File: config.mk
export PLATFORM = sky130hd
export DESIGN_NAME = tiny_cpu_core
export DESIGN_NICKNAME = d
export VERILOG_FILES = /design/src/rtl/tiny_cpu_pkg.sv /design/src/rtl/tiny_cpu_alu.sv /design/src/rtl/tiny_cpu_core.sv
export SDC_FILE = /design/constraint.sdc
export NUM_CORES = 1
export LEC_CHECK = 0
export CORE_MARGIN = 5
export CORE_UTILIZATION = 45
export DETAILED_ROUTE_END_ITERATION = 8
export MAX_ROUTING_LAYER = met4
export SLEW_MARGIN = 20
export SYNTH_ARGS = -nofsm -noshare
export SYNTH_HDL_FRONTEND = slang
export SYNTH_HIERARCHICAL = 1
export SYNTH_SLANG_ARGS = --single-unit
export TNS_END_PERCENT = 1
File: constraint.sdc
create_clock -name clk -period 4.2 [get_ports clk]
set_clock_uncertainty 0.15 [all_clocks]
set_input_delay 0.84 -clock clk [delete_from_list [all_inputs] [get_ports clk]]
set_output_delay 0.84 -clock clk [all_outputs]
set_load 0.05 [all_outputs]
File: src/rtl/tiny_cpu_pkg.sv
// Shared encodings for the tiny accumulator-style CPU core: opcodes, ALU
// functions and the FETCH/EXEC control states.
package tiny_cpu_pkg;

  localparam logic [1:0] OP_LD  = 2'b00;
  localparam logic [1:0] OP_ST  = 2'b01;
  localparam logic [1:0] OP_ALU = 2'b10;
  localparam logic [1:0] OP_JZ  = 2'b11;

  localparam logic [1:0] F_ADD = 2'b00;
  localparam logic [1:0] F_SUB = 2'b01;
  localparam logic [1:0] F_AND = 2'b10;
  localparam logic [1:0] F_XOR = 2'b11;

  typedef enum logic [1:0] {
    IDLE  = 2'd0,
    FETCH = 2'd1,
    EXEC  = 2'd2,
    HALT  = 2'd3
  } state_t;

endpackage

File: src/rtl/tiny_cpu_alu.sv
// Combinational ALU for the core: ADD/SUB/AND/XOR, modulo 2^DW, no flags.
module tiny_cpu_alu
  import tiny_cpu_pkg::*;
#(
  parameter int DW = 8
) (
  input  logic [DW-1:0] a,
  input  logic [DW-1:0] b,
  input  logic [1:0]    func,
  output logic [DW-1:0] y
);

  always_comb begin
    y = '0;
    case (func)
      F_ADD:   y = a + b;
      F_SUB:   y = a - b;
      F_AND:   y = a & b;
      F_XOR:   y = a ^ b;
      default: y = '0;
    endcase
  end

endmodule

File: src/rtl/tiny_cpu_core.sv
// Two-cycle-per-instruction accumulator CPU with host load port, run/halt
// control and memory-mapped I/O words at the top two addresses.
module tiny_cpu_core
  import tiny_cpu_pkg::*;
#(
  parameter int DW          = 8,
  parameter int MEM_DEPTH   = 32,
  parameter int DATA_BASE   = 16,
  parameter int IO_IN_ADDR  = MEM_DEPTH - 2,
  parameter int IO_OUT_ADDR = MEM_DEPTH - 1,
  localparam int AW         = $clog2(MEM_DEPTH)
) (
  input  logic          clk,
  input  logic          rst_n,
  input  logic          run,
  input  logic          load_we,
  input  logic [AW-1:0] load_addr,
  input  logic [DW-1:0] load_data,
  input  logic [DW-1:0] io_in,
  output logic [DW-1:0] io_out,
  output logic          busy,
  output logic          halted,
  output logic [AW-1:0] pc_out,
  output state_t        dbg_state
);

  localparam logic [AW-1:0] IO_IN_IDX  = AW'(IO_IN_ADDR);
  localparam logic [AW-1:0] IO_OUT_IDX = AW'(IO_OUT_ADDR);
  localparam logic [AW-1:0] BASE_IDX   = AW'(DATA_BASE);

  state_t        r_state;
  logic [AW-1:0] r_pc;
  logic [7:0]    r_ir;
  logic [DW-1:0] r_regs [4];
  logic [DW-1:0] r_mem  [MEM_DEPTH];
  logic [DW-1:0] r_io_out;

  state_t        w_state_nxt;
  logic [AW-1:0] w_pc_nxt;
  logic          w_ir_load;
  logic          w_reg_we;
  logic [DW-1:0] w_reg_wdata;
  logic          w_st_we;
  logic          w_host_we;

  logic [1:0]    w_op;
  logic [1:0]    w_ra;
  logic [1:0]    w_rb;
  logic [1:0]    w_func;
  logic [3:0]    w_imm4;
  logic [AW-1:0] w_data_addr;
  logic [AW-1:0] w_jz_target;
  logic [DW-1:0] w_ra_val;
  logic [DW-1:0] w_rb_val;
  logic [DW-1:0] w_alu_y;

  assign w_op        = r_ir[7:6];
  assign w_ra        = r_ir[5:4];
  assign w_rb        = r_ir[3:2];
  assign w_func      = r_ir[1:0];
  assign w_imm4      = r_ir[3:0];
  assign w_data_addr = BASE_IDX + {{(AW-4){1'b0}}, w_imm4};
  assign w_jz_target = {{(AW-4){1'b0}}, w_imm4};
  assign w_ra_val    = r_regs[w_ra];
  assign w_rb_val    = r_regs[w_rb];

  tiny_cpu_alu #(
    .DW (DW)
  ) u_alu (
    .a    (w_ra_val),
    .b    (w_rb_val),
    .func (w_func),
    .y    (w_alu_y)
  );

  // run and load_we are single-cycle strobes sampled at the clock edge. Both
  // are accepted only in IDLE/HALT (busy=0); there is no ready back to the host.
  always_comb begin
    w_state_nxt = r_state;
    w_pc_nxt    = r_pc;
    w_ir_load   = 1'b0;
    w_reg_we    = 1'b0;
    w_reg_wdata = '0;
    w_st_we     = 1'b0;
    w_host_we   = 1'b0;
    unique case (r_state)
      IDLE, HALT: begin
        w_host_we = load_we;
        if (run) begin
          w_state_nxt = FETCH;
          w_pc_nxt    = '0;
        end
      end
      FETCH: begin
        w_ir_load   = 1'b1;
        w_state_nxt = EXEC;
      end
      EXEC: begin
        w_state_nxt = FETCH;
        w_pc_nxt    = r_pc + AW'(1);
        case (w_op)
          OP_LD: begin
            w_reg_we    = 1'b1;
            w_reg_wdata = r_mem[w_data_addr];
          end
          OP_ST: w_st_we = 1'b1;
          OP_ALU: begin
            w_reg_we    = 1'b1;
            w_reg_wdata = w_alu_y;
          end
          default: begin
            // A taken jump onto itself is the program's halt idiom.
            if (w_ra_val == '0) begin
              if (w_jz_target == r_pc) begin
                w_state_nxt = HALT;
                w_pc_nxt    = r_pc;
              end else begin
                w_pc_nxt = w_jz_target;
              end
            end
          end
        endcase
      end
      default: w_state_nxt = IDLE;
    endcase
  end

  always_ff @(posedge clk or negedge rst_n) begin
    if (!rst_n) begin
      r_state <= IDLE;
      r_pc    <= '0;
      r_ir    <= '0;
    end else begin
      r_state <= w_state_nxt;
      r_pc    <= w_pc_nxt;
      if (w_ir_load) r_ir <= r_mem[r_pc][7:0];
    end
  end

  always_ff @(posedge clk or negedge rst_n) begin
    if (!rst_n) begin
      for (int i = 0; i < 4; i++) r_regs[i] <= '0;
    end else if (w_reg_we) begin
      r_regs[w_ra] <= w_reg_wdata;
    end
  end

  // The io_in write comes last so it overrides any store to the same word.
  always_ff @(posedge clk) begin
    if (w_host_we) r_mem[load_addr] <= load_data;
    if (w_st_we) r_mem[w_data_addr] <= w_ra_val;
    r_mem[IO_IN_IDX] <= io_in;
  end

  always_ff @(posedge clk or negedge rst_n) begin
    if (!rst_n) r_io_out <= '0;
    else        r_io_out <= r_mem[IO_OUT_IDX];
  end

  assign io_out    = r_io_out;
  assign busy      = (r_state == FETCH) || (r_state == EXEC);
  assign halted    = (r_state == HALT);
  assign pc_out    = r_pc;
  assign dbg_state = r_state;

endmodule
Figure 1. Power grid (run 1).
(2 px per um) Pins as bars on the die edge.
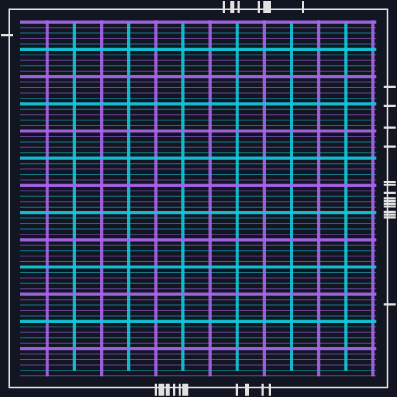
legend:
  cyan:
    net: VDD
  purple:
    net: VSS
signal pins: 42
rows: 65
met5 straps: 13
die height: 188 um
peak supply drop: 0.000596 V
core area: 0.0315 mm^2
Die Wd: 188 um

Figure 2. Wiring by layer (run 1).
(2 px per um)
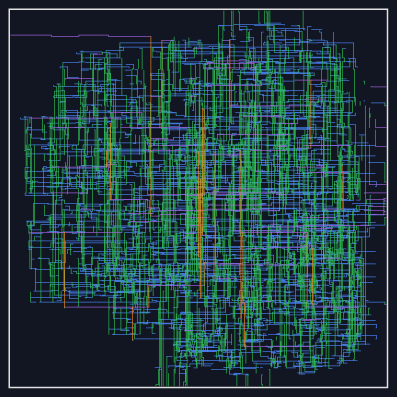
legend:
  green:
    layer: metal 2
    wire_length: 18200 um
  blue:
    layer: metal 1
    wire_length: 14800 um
  orange:
    layer: metal 4
    wire_length: 1140 um
  purple:
    layer: metal 3
    wire_length: 1640 um

==> run summary, run 1 <==
Outcome - finished clean
Post-synth cell types - 60
Post-route setup slack - 396 ps
WL/cell - 26.5 um
Post-cts gate resize count - 0
Total grt overflow - 0
Main flop type - edfxtp_1
Critical path data required time - 4410 ps
Overall Power - 12500 uW
Worst Path Buf+Inv - 2
Cycle use final - 90.6%
Root Buffer - clkbuf_16
Setup TNS - 0 ps
Post-synthesis to final-layout area growth - 14.7%
Postcts setup bufs - 0
Most common logic cells in the final layout - edfxtp_1, mux4_2, nor2_1, dfrtp_1
Max-slew headroom - 39.7%
Pre-Place Util - 45.5%
Count of library flops with an enable pin - 248
Number of global-route vias before repair - 8443
CP Cell Sequence - mux4_2 > inv_1 > ha_1 > a31oi_1 > xnor2_1 > ha_1 > a21o_1 > a31o_2 > a21oi_1 > xnor2_1 > mux2i_1 > a222oi_1 > buf_4 > a21oi_1
Fraction of registers with async set/reset - 17.7%
# Cells Yosys - 859
Via count - 8182
R2r setup slk - 400 ps
DR iter-0 viols - 762
Mapped Area - 0.0143 mm^2
Gpl congestion - 0.902
Detailed placement HPWL - 23600 um
Post-Syn Nets - 906
Reg clk slew, reported paths - 60 ps
Slowest cell on crit path - mux4_2
Hold Vio Cnt, Final - 0
Slew Limit Fails - 0
Synth Warn # - 6
Final critical-path required period - 3800 ps
Yosys Chip Area - 0.0143 mm^2
CP delay by family, top - AND-OR/OR-AND gates
Pin count of the biggest net entering global routing - 54
Commonest Layout Cell - edfxtp_1
Antenna diodes - 0
GRT Resource Usage Total - 21.0%
CTS Buf Count - 34
Startpoint types - flop
Cell Count, Final, Fillers Out - 1350
Antenna viol nets, final - 0
First drt pass iteration count - 5
CTS tree - yes
Crit Path Max Fanout - 9
Filler cell count - 2545
Initial antenna violation count - 0
RSZ-0062 raised after global routing - false
Util after Layout - 52.2%
Via density per instance - 6.06
CTS Hold Buffers Added - 0
Critical path class - reg -> reg
Clock buffer depth - 3
Post-synth seq share - 62.8%
Place WS - 148 ps
Top flop regs - r_mem (256), r_regs (32)
Most flop-heavy register - r_mem
Layout cell share with drive strength beyond 1 - 25.0%
Hold/Removal Path Class - in -> async
Placed Cells incl. Taps - 1292
Pwr Density - 764 mW/mm^2
Syn Area/Cell - 16.7 um^2
I/O Buffers - 41
Die area - 0.0355 mm^2
Max reg flops - 256
CP Capture Type - flop
Nets - 974
Max_cap viols - 0
Log Warnings - 30
DRC Markers - 0
H-tree levels - 2
Wire length of the first global-routing pass - 54300 um
Worst-margin pin slew - 900 ps
Row cnt - 65
Max Fclk - 263 MHz
I/O pin cnt - 42
CP max stage delay - 610 ps
Final setup viols - 0
Drt total wl - 35800 um
Leakage power - 0.00555 uW
Synthesized flop and latch total - 311
WP data arrival - 4010 ps
Cells after Synth - 859
Figure 3. Clock routing (run 1).
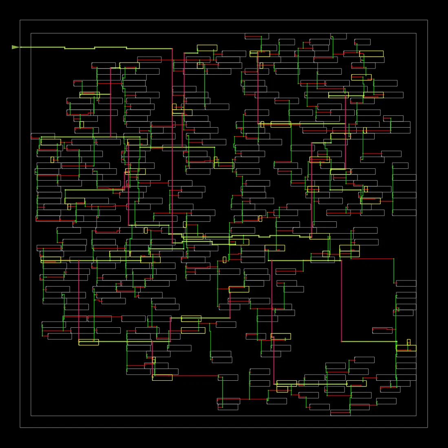
clkbuf count: 47
Late-Pin Clk Latency: 530 ps
clock-net power: 2890 uW
flop count: 311
Sink Count: 311

-- run 1: report_power, final --
part | leakage, uW | internal [uW] | switching [uW] | total, uW
clock | 0.000516 | 1720 | 1170 | 2890
combinational | 0.00208 | 2570 | 2980 | 5540
sequential | 0.00295 | 3720 | 388 | 4110
total | 0.00555 | 8010 | 4530 | 12500
-- run 1: per-layer routing --
| layer | track usage (%) | wire length (um) |
|---|---|---|
| met5 | - | 0 |
| met4 | 7.09 | 1140 |
| met3 | 3.22 | 1640 |
| met2 | 34.8 | 18200 |
| met1 | 26.9 | 14800 |
-- run 1: kinds of logic (layout without fill, tap and decap cells) --
group | Yosys count | count (layout) | share of synthesized area (%)
mux | 148 | 148 | 20.6
buf+inv | 68 | 157 | 2.34
fa+ha+maj | 22 | 22 | 1.98
simple gates | 181 | 181 | 6.35
xor+xnor | 17 | 17 | 1.04
flops | 311 | 311 | 62.8
compound gates | 112 | 112 | 4.96
-- run 1: worst reg2reg max path, stage by stage, from the launching register on --
cell      delay, ps
dfrtp_2         540
mux4_2          610
inv_1            90
ha_1            190
a31oi_1         110
xnor2_1         140
ha_1            340
a21o_1          210
a31o_2          240
a21oi_1         160
xnor2_1         150
mux2i_1          90
a222oi_1        370
buf_4           190
a21oi_1          60
-- run 1: cell usage after synthesis, drive strengths merged (3+ instances only) --
master / instances / area [um^2]
dfxtp: 8 / 160
a222oi: 8 / 80.1
nand2b: 8 / 50.1
a221o: 3 / 30.0
o21ai: 4 / 20.0
mux2i: 11 / 110
mux2: 26 / 293
nor2b: 5 / 38.8
buf: 33 / 204
ha: 21 / 263
nand2: 31 / 116
o22ai: 32 / 200
xor2: 8 / 70.1
nand3: 7 / 35.0
nand3b: 6 / 45.0
clkbuf: 23 / 86.3
dfrtp: 55 / 1380
xnor2: 9 / 78.8
a21o: 4 / 31.3
nor4: 10 / 68.8
edfxtp: 248 / 7450
mux4: 111 / 2540
a31oi: 6 / 37.5
inv: 12 / 45.0
nor3: 7 / 35.0
nor4b: 4 / 47.6
and3: 3 / 18.8
nor2: 82 / 308
or4: 3 / 22.5
nor3b: 3 / 22.5
a21oi: 45 / 225
-- run 1: per-stage QoR --
stage                     hold WS [ps]  area, um^2
after floorplan                    216       14300
after global placement             237       15300
after detailed placement           237       15300
after CTS                          202       16400
after global routing               230       16400
final                              181       16400
-- run 1: final timing paths --
path | to | start | cells past startpoint
min reg2reg | io_out[3]$_DFF_PN0_ | r_mem[31][3]$_DFFE_PP_ | 0
max in group asynchronous | pc_out[0]$_DFFE_PN0P_ | rst_n | 2
min in group clk | io_out[3]$_DFF_PN0_ | r_mem[31][3]$_DFFE_PP_ | 0
min | r_regs[22]$_DFFE_PN0P_ | rst_n | 1
max reg2reg | r_regs[31]$_DFFE_PN0P_ | r_ir[2]$_DFFE_PN0N_ | 14
max | r_regs[31]$_DFFE_PN0P_ | r_ir[2]$_DFFE_PN0N_ | 14
-- run 1: cell type report --
type	count	area (um^2)	share of cell area (%)
sequential	311	8990	54.8
multi-input combinational	480	5030	30.6
clock buffer	47	962	5.86
timing repair buffer	88	783	4.77
tap	402	503	3.06
clock inverter	10	101	0.617
inverter	12	45.0	0.274
Figure 4. Logic cells by family (run 1).
(1.5 px per um)
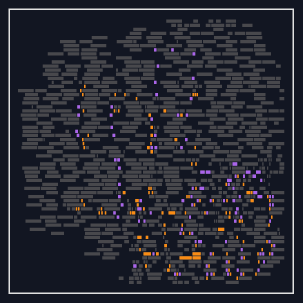

==> run 2: changes to the inputs <==
--- a/config.mk
+++ b/config.mk
@@ -5,10 +5,13 @@
 export SDC_FILE = /design/constraint.sdc
 export NUM_CORES = 1
 export LEC_CHECK = 0
+export CELL_PAD_IN_SITES_DETAIL_PLACEMENT = 0
+export CELL_PAD_IN_SITES_GLOBAL_PLACEMENT = 2
 export CORE_MARGIN = 5
-export CORE_UTILIZATION = 45
+export CORE_UTILIZATION = 42
 export DETAILED_ROUTE_END_ITERATION = 8
 export MAX_ROUTING_LAYER = met4
+export PLACE_DENSITY_LB_ADDON = 0.1
 export SLEW_MARGIN = 20
 export SYNTH_ARGS = -nofsm -noshare
 export SYNTH_HDL_FRONTEND = slang
Figure 5. Logic cells by family (run 2).
(1.5 px per um)
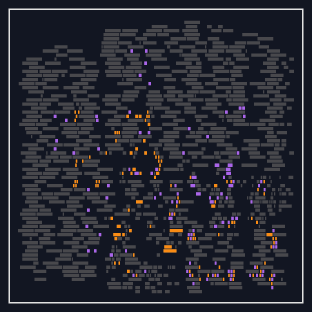
legend:
  purple:
    family: aoi and oai cells
    cells: 100
    most_used: a21oi_1
  orange:
    family: nor cells
    cells: 113
    most_used: nor2_1
Cell Count, Final, Fillers Out: 1401
Commonest Layout Cell: edfxtp_1

Figure 6. Clock distribution (run 2).
(1.5 px per um)
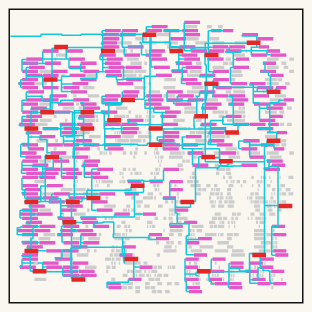
legend:
  red:
    item: clock drivers
    count: 36
  magenta:
    item: flip-flops
    count: 311
  cyan:
    item: clock wires
    length: 4030 um
routed clock nets: 37

==> run 2 against run 1 <==
Net effect:
- total power is 1.8% higher
- combinational power is 2% higher
- via count is 1.5% higher
- area after synthesis stayed put
- final cell count is 3.8% higher
- die size is 6.8% higher
- utilization is 3.0 points lower
- first-iteration DRC count is 0.79% lower
- count of clock-buffer cells in the layout is 2 lower
- synthesized cell count stayed put
- flip-flop count stayed put
- global-route usage is 0.60 points lower
==> run summary, run 2 <==
Startpoint types - flop
Critical path class - reg -> reg
First drt pass iteration count - 6 (+1)
I/O Buffers - 41 (unchanged)
Clock power share - 24.0% (+1.0 points)
WL/cell - 26.9 um (+1.6%)
Hold Vio Cnt, Final - 0 (unchanged)
Most flop-heavy register - r_mem
Clock buffer depth - 3 (unchanged)
Most frequent cells after synthesis - edfxtp_1, mux4_2, nor2_1, dfrtp_1, a21oi_1
Fraction of registers with async set/reset - 17.7% (unchanged)
Die area - 0.0379 mm^2 (+6.8%)
Cell Int Power - 8120 uW (+1.4%)
Power share of the sequential group - 31.9% (-0.9 points)
CP max stage delay - 590 ps (-20 ps)
Layout cell share with drive strength beyond 1 - 25.0% (unchanged)
Row cnt - 67 (+3.1%)
Via count - 8301 (+1.5%)
Combinational Power Share - 44.1% (about the same)
Final critical-path required period - 3860 ps (+58.3 ps)
Top cells by area - edfxtp_1, mux4_2, dfrtp_1
Cycle use final - 92.0% (+1.4 points)
Die height - 195 um (+3.3%)
Post-synth cell types - 60 (unchanged)
Adder Share, Synth - 1.98% (unchanged)
# Cells Yosys - 859 (unchanged)
H-tree levels - 2 (unchanged)
CP delay by family, top - AND-OR/OR-AND gates
Synth logic family - multiplexers
Placed cell areas - 0.0154 mm^2 (+0.12%)
Wire length of the first global-routing pass - 56500 um (+4.1%)
Reg-to-reg startpoint - r_ir[2]$_DFFE_PN0N_
Post-synth seq share - 62.8% (unchanged)
Synth top cell by count - edfxtp_1
Post-Syn Nets - 906 (unchanged)
Number of global-route vias before repair - 8614 (+2.0%)
Xor/xnor share - 1.04% (unchanged)
Main flop type - edfxtp_1
Antenna viol nets, final - 0 (unchanged)
Max-slew headroom - 38.8% (-0.94 points)
Filler cell count - 2812 (+10%)
CTS Buf Count - 36 (+5.9%)
Nets - 971 (-0.31%)
CP Capture Type - flop
Final setup viols - 0 (unchanged)
RSZ-0062 raised after global routing - false
Count of library flops with an enable pin - 248 (unchanged)
Sink Count - 311 (unchanged)
Leakage power - 0.00559 uW (+0.69%)
Max reg flops - 256 (unchanged)
Sw frac - 36.4% (+0.26 points)
Critical path data required time - 4420 ps (about the same)
Mux share - 20.6% (unchanged)
Post-synthesis to final-layout area growth - 15.6%
Pre-Place Util - 42.6% (-2.9 points)
Worst Path Buf+Inv - 2 (unchanged)
Core area - 0.0336 mm^2 (+6.8%)
Setup TNS - 0 ps (unchanged)
Hold/Removal Path Class - in -> async
Root Buffer - clkbuf_16
Final Instance Area - 0.0165 mm^2 (+0.76%)
Cells after Synth - 859 (unchanged)
Detailed placement HPWL - 25500 um (+8.1%)
Top flop regs - r_mem (256), r_regs (32)
Pin count of the biggest net entering global routing - 69 (+28%)
Synth Area in Simple Gates - 6.35% (unchanged)
Max_cap viols - 0 (unchanged)
Log Warnings - 30 (unchanged)
Yosys Chip Area - 0.0143 mm^2 (unchanged)
Slew Limit Fails - 0 (unchanged)
Outcome - finished clean
Ao+oa area frac - 4.96% (unchanged)
Pwr Density - 772 mW/mm^2 (+1.0%)
Hold WS - 206 ps (+24.6 ps)
P_sw - 4650 uW (+2.5%)
Gpl congestion - 0.883 (-2.1%)
Synthesized flop and latch total - 311 (unchanged)
Syn Area/Cell - 16.7 um^2 (unchanged)
DRC Markers - 0 (unchanged)
Reg clk slew, reported paths - 60 ps (about the same)
Slowest cell on crit path - mux4_2
Util after Layout - 49.2% (-3.0 points)
CP Cell Sequence - mux4_2 > inv_1 > ha_1 > nor2_1 > xnor2_1 > ha_1 > a21o_1 > a21o_2 > a21oi_1 > or4b_1 > nand3_1 > a222oi_1 > buf_4 > a21oi_1
Most common logic cells in the final layout - edfxtp_1, mux4_2, nor2_1, dfrtp_1, a21oi_1
WP data arrival - 4080 ps (+70 ps)
DR iter-0 viols - 756 (-0.79%)
Late-Pin Clk Latency - 530 ps (about the same)
Yosys top cell by area - edfxtp_1
CTS tree - yes
Via density per instance - 5.93 (-2.2%)
Die Wd - 195 um (+3.3%)
Worst setup path start - r_ir[2]$_DFFE_PN0N_
Worst-margin pin slew - 917 ps (+16.5 ps)
Max Fclk - 259 MHz (-1.5%)
Peak supply drop - 0.000425 V (-29%)
Mapped Area - 0.0143 mm^2 (unchanged)
Synth top area share - 52.0% (unchanged)
Total grt overflow - 0 (unchanged)
GRT Resource Usage Total - 20.4% (-0.60 points)
Crit Path Max Fanout - 7 (-2)
I/O pin cnt - 42 (unchanged)
Synth Warn # - 6 (unchanged)
Drt total wl - 37700 um (+5.5%)
Initial antenna violation count - 1 (+1)
run 2: netlist changes by cell type in the layout (fill, tap and decap cells not counted), sizes merged:
cell	delta
diode	+1
clkinv	+10
buf	-5
inv	+1
clkbuf	-2
run 2: power groups by stage:
stage | Sequential [uW] | Combinational [uW] | Clock (uW)
after global placement | 4120 | 5580 | 0
after CTS | 4080 | 5660 | 3120
after detailed placement | 4140 | 5640 | 0
final | 4070 | 5630 | 3060
after global routing | 4120 | 6140 | 3250
after floorplan | 3970 | 4130 | 0
run 2: cell families after synthesis:
kind of cell / Yosys count
mux: 148
fa+ha+maj: 22
buf+inv: 68
xor+xnor: 17
compound gates: 112
flops: 311
simple gates: 181
run 2: worst reg2reg max path, stage by stage, from the launching register on:
cell and delay [ps]:
dfrtp_2 490, mux4_2 600, inv_1 80, ha_1 200
nor2_1 80, xnor2_1 130, ha_1 330, a21o_1 200
a21o_2 220, a21oi_1 200, or4b_1 140, nand3_1 80
a222oi_1 540, buf_4 220, a21oi_1 60
run 2: final cells by class:
type                            count  area [um^2]  area share [%]
Clock buffer                       45          987            5.97
Inverter                           12         45.0           0.272
Clock inverter                     21          174            1.05
Tap cell                          448          561            3.39
Timing Repair Buffer               83          746            4.51
Antenna cell                        1         2.50          0.0151
Multi-Input combinational cell    480         5030            30.4
Sequential cell                   311         8990            54.4
run 2: stage by stage:
stage / std cells / setup WS (ps) / power [uW]
floorplan: 859 / 7.66 / 8090
global placement: 1333 / 288 / 9700
detailed placement: 1333 / 205 / 9780
CTS: 1399 / 200 / 12900
global route: 1401 / 113 / 13500
finish: 1401 / 337 / 12800
run 2: routing by layer:
| layer | wire (um) | global-route usage, % | vias to the layer above |
|---|---|---|---|
| met5 | 0 | - | - |
| met4 | 1100 | 6.43 | 0 |
| met3 | 1990 | 3.55 | 66 |
| met2 | 18900 | 33.4 | 245 |
| met1 | 15700 | 26.3 | 4378 |
| li1 | - | - | 3612 |
run 2: path summary, 6_finish.rpt:
| check | to | slack (ps) | depth (start not counted) |
|---|---|---|---|
| setup / recovery | r_regs[22]$_DFFE_PN0P_ | 340 | 14 |
| hold / removal | r_regs[20]$_DFFE_PN0P_ | 210 | 1 |
| setup reg to reg | r_regs[22]$_DFFE_PN0P_ | 340 | 14 |
| hold reg to reg | io_out[1]$_DFF_PN0_ | 250 | 0 |
| max in group asynchronous | pc_out[0]$_DFFE_PN0P_ | 2820 | 2 |
| min in group clk | io_out[1]$_DFF_PN0_ | 250 | 0 |
run 2: repair_timing:
item                       in CTS  in global routing
hold buffers                    0                  0
gates resized                   0                  1
setup endpoints to repair       0                  8
buffers inserted                0                  1
==> run 3: changes to the inputs <==
--- a/config.mk
+++ b/config.mk
@@ -5,6 +5,7 @@
 export SDC_FILE = /design/constraint.sdc
 export NUM_CORES = 1
 export LEC_CHECK = 0
+export ABC_AREA = 0
 export CELL_PAD_IN_SITES_DETAIL_PLACEMENT = 0
 export CELL_PAD_IN_SITES_GLOBAL_PLACEMENT = 2
 export CORE_MARGIN = 5
Figure 7. Clock distribution (run 3).
(1.5 px per um)
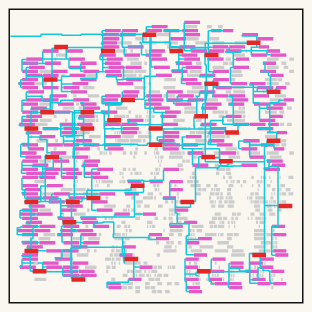
legend:
  magenta:
    item: flip-flops
    count: 311
  cyan:
    item: clock wires
    length: 4030 um
  red:
    item: clock drivers
    count: 36
flops lie: all over the die

Figure 8. Wiring by layer (run 3).
(2 px per um)
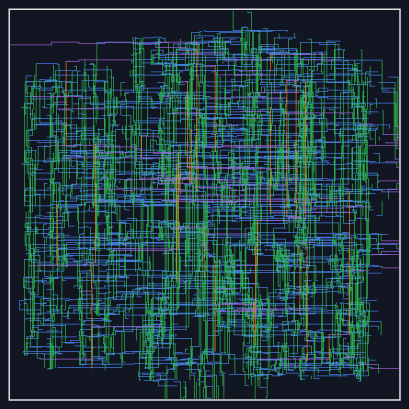
legend:
  orange:
    layer: metal 4
    wire_length: 1100 um
  purple:
    layer: metal 3
    wire_length: 1990 um
  green:
    layer: metal 2
    wire_length: 18900 um
  blue:
    layer: metal 1
    wire_length: 15700 um
drt total wl: 37700 um
WL/cell: 26.9 um
GRT Resource Usage Total: 20.4%
via count: 8301

==> run 3 against run 2 <==
Net effect:
- utilization did not move
- register-to-register slack barely moved
- wire length did not move
- global-route usage did not move
- first-iteration DRC count did not move
- non-clock buffer count did not move
- total power did not move
- area after synthesis did not move
- maximum frequency did not move
- synthesized cell count did not move
- final area did not move
- flip-flop count did not move
- highest routed layer unchanged
==> run summary, run 3 <==
Outcome - finished clean
Max reg flops - 256 (unchanged)
Wire length of the first global-routing pass - 56500 um (unchanged)
Final setup viols - 0 (unchanged)
Cell Int Power - 8120 uW (unchanged)
Top cells by area - edfxtp_1, mux4_2, dfrtp_1
Pre-Place Util - 42.6% (unchanged)
Post-synth cell types - 60 (unchanged)
Yosys Chip Area - 0.0143 mm^2 (unchanged)
Die Wd - 195 um (unchanged)
Synth top cell by count - edfxtp_1
I/O Buffers - 41 (unchanged)
Main flop type - edfxtp_1
H-tree levels - 2 (unchanged)
Final critical-path required period - 3860 ps (unchanged)
Nets - 971 (unchanged)
Worst-margin pin slew - 917 ps (unchanged)
# Cells Yosys - 859 (unchanged)
Critical path data required time - 4420 ps (about the same)
DRC Markers - 0 (unchanged)
Clock power share - 24.0% (about the same)
Max Fclk - 259 MHz (unchanged)
CP max stage delay - 590 ps (about the same)
Row cnt - 67 (unchanged)
Top flop regs - r_mem (256), r_regs (32)
Late-Pin Clk Latency - 530 ps (about the same)
Layout cell share with drive strength beyond 1 - 25.0% (unchanged)
First drt pass iteration count - 6 (unchanged)
CP Capture Type - flop
RSZ-0062 raised after global routing - false
CP Cell Sequence - mux4_2 > inv_1 > ha_1 > nor2_1 > xnor2_1 > ha_1 > a21o_1 > a21o_2 > a21oi_1 > or4b_1 > nand3_1 > a222oi_1 > buf_4 > a21oi_1
Flop area - 0.00899 mm^2 (unchanged)
P_sw - 4650 uW (unchanged)
Gpl congestion - 0.883 (unchanged)
Multi-input logic area - 0.00503 mm^2 (unchanged)
Post-synthesis to final-layout area growth - 15.6% (unchanged)
Post-Syn Nets - 906 (unchanged)
Antenna viol nets, final - 0 (unchanged)
Synth Warn # - 6 (unchanged)
Syn Area/Cell - 16.7 um^2 (unchanged)
Clock buffer depth - 3 (unchanged)
Critical path class - reg -> reg
Pin count of the biggest net entering global routing - 69 (unchanged)
Commonest Layout Cell - edfxtp_1
Mapped Area - 0.0143 mm^2 (unchanged)
Total grt overflow - 0 (unchanged)
Max_cap viols - 0 (unchanged)
Detailed placement HPWL - 25500 um (unchanged)
DR iter-0 viols - 756 (unchanged)
Crit Path Max Fanout - 7 (unchanged)
Slew Limit Fails - 0 (unchanged)
Most common logic cells in the final layout - edfxtp_1, mux4_2, nor2_1, dfrtp_1, a21oi_1
Cells after Synth - 859 (unchanged)
Worst Path Buf+Inv - 2 (unchanged)
Overall Power - 12800 uW (unchanged)
Post-synth seq share - 62.8% (unchanged)
Count of library flops with an enable pin - 248 (unchanged)
Pwr Density - 772 mW/mm^2 (unchanged)
CTS tree - yes
I/O pin cnt - 42 (unchanged)
Core area - 0.0336 mm^2 (unchanged)
Hold Vio Cnt, Final - 0 (unchanged)
Leakage power - 0.00559 uW (unchanged)
Hold/Removal Path Class - in -> async
Power share of the sequential group - 31.9% (about the same)
Via density per instance - 5.93 (unchanged)
Startpoint types - flop
Die area - 0.0379 mm^2 (unchanged)
Peak supply drop - 0.000425 V (unchanged)
Combinational Power Share - 44.1% (about the same)
Sw frac - 36.4% (unchanged)
Number of global-route vias before repair - 8614 (unchanged)
CTS Buf Count - 36 (unchanged)
Root Buffer - clkbuf_16
CP delay by family, top - AND-OR/OR-AND gates
Slowest cell on crit path - mux4_2
Cycle use final - 92.0% (unchanged)
WP data arrival - 4080 ps (about the same)
Initial antenna violation count - 1 (unchanged)
Setup TNS - 0 ps (unchanged)
Fraction of registers with async set/reset - 17.7% (unchanged)
Most flop-heavy register - r_mem
Sink Count - 311 (unchanged)
Log Warnings - 30 (unchanged)
Max-slew headroom - 38.8% (unchanged)
Synth top area share - 52.0% (unchanged)
Die height - 195 um (unchanged)
Filler cell count - 2812 (unchanged)
Synthesized flop and latch total - 311 (unchanged)
Yosys top cell by area - edfxtp_1
Reg clk slew, reported paths - 60 ps (about the same)
Most frequent cells after synthesis - edfxtp_1, mux4_2, nor2_1, dfrtp_1, a21oi_1
-- run 3: cell counts in the layout (fill, tap and decap cells not counted) --
No cell type changed its count.
-- run 3: path summary, 6_finish.rpt --
kind / startpoint / to / slack, ps / depth (start not counted)
hold / removal: rst_n / r_regs[20]$_DFFE_PN0P_ / 210 / 1
min in group clk: r_mem[31][1]$_DFFE_PP_ / io_out[1]$_DFF_PN0_ / 250 / 0
setup / recovery: r_ir[2]$_DFFE_PN0N_ / r_regs[22]$_DFFE_PN0P_ / 340 / 14
hold reg to reg: r_mem[31][1]$_DFFE_PP_ / io_out[1]$_DFF_PN0_ / 250 / 0
max in group asynchronous: rst_n / pc_out[0]$_DFFE_PN0P_ / 2820 / 2
setup reg to reg: r_ir[2]$_DFFE_PN0N_ / r_regs[22]$_DFFE_PN0P_ / 340 / 14
-- run 3: worst reg2reg max path: stages (launching register included) --
cell,delay [ps]
dfrtp_2,490
mux4_2,600
inv_1,80
ha_1,200
nor2_1,80
xnor2_1,130
ha_1,330
a21o_1,200
a21o_2,220
a21oi_1,200
or4b_1,140
nand3_1,80
a222oi_1,540
buf_4,220
a21oi_1,60
-- run 3: cells by family after synthesis --
| family | after synthesis | synth area share, % |
|---|---|---|
| simple gates | 181 | 6.35 |
| flops | 311 | 62.8 |
| mux | 148 | 20.6 |
| fa+ha+maj | 22 | 1.98 |
| xor+xnor | 17 | 1.04 |
| buf+inv | 68 | 2.34 |
| compound gates | 112 | 4.96 |
-- run 3: timing repair --
item / 4_1_cts / 5_1_grt
resized: 0 / 1
setup buffers: 0 / 1
endpoints found under the setup margin: 0 / 8
hold buffers: 0 / 0
-- run 3: routing by layer --
metal | part of all wire (%) | GRT usage, % | up-vias
li1 | - | - | 3612
met1 | 42 | 26.3 | 4378
met2 | 50 | 33.4 | 245
met3 | 5.3 | 3.55 | 66
met4 | 2.9 | 6.43 | 0
met5 | 0 | - | -
-- run 3: power by group through the flow --
stage	registers, uW	logic [uW]	clock network [uW]
floorplan	3970	4130	0
global placement	4120	5580	0
finish	4070	5630	3060
CTS	4080	5660	3120
global route	4120	6140	3250
detailed placement	4140	5640	0
-- run 3: area by class of cell --
class | count | share of cell area [%]
Antenna cell | 1 | 0.0151
Clock buffer | 45 | 5.97
Clock inverter | 21 | 1.05
Inverter | 12 | 0.272
Multi-Input combinational cell | 480 | 30.4
Sequential cell | 311 | 54.4
Tap cell | 448 | 3.39
Timing Repair Buffer | 83 | 4.51
-- run 3: through the flow --
stage / hold slack (ps) / worst slack (ps) / cell area [um^2] / std cells / utilization, %
after floorplan: 216 / 7.66 / 14300 / 859 / -
after global routing: 254 / 113 / 16500 / 1401 / 49.2
after CTS: 212 / 200 / 16500 / 1399 / 49.1
after detailed placement: 232 / 205 / 15400 / 1333 / 45.7
final: 206 / 337 / 16500 / 1401 / 49.2
after global placement: 221 / 288 / 15400 / 1333 / 45.7
Power figures rest on the tool's default switching activity, not on a simulated workload.
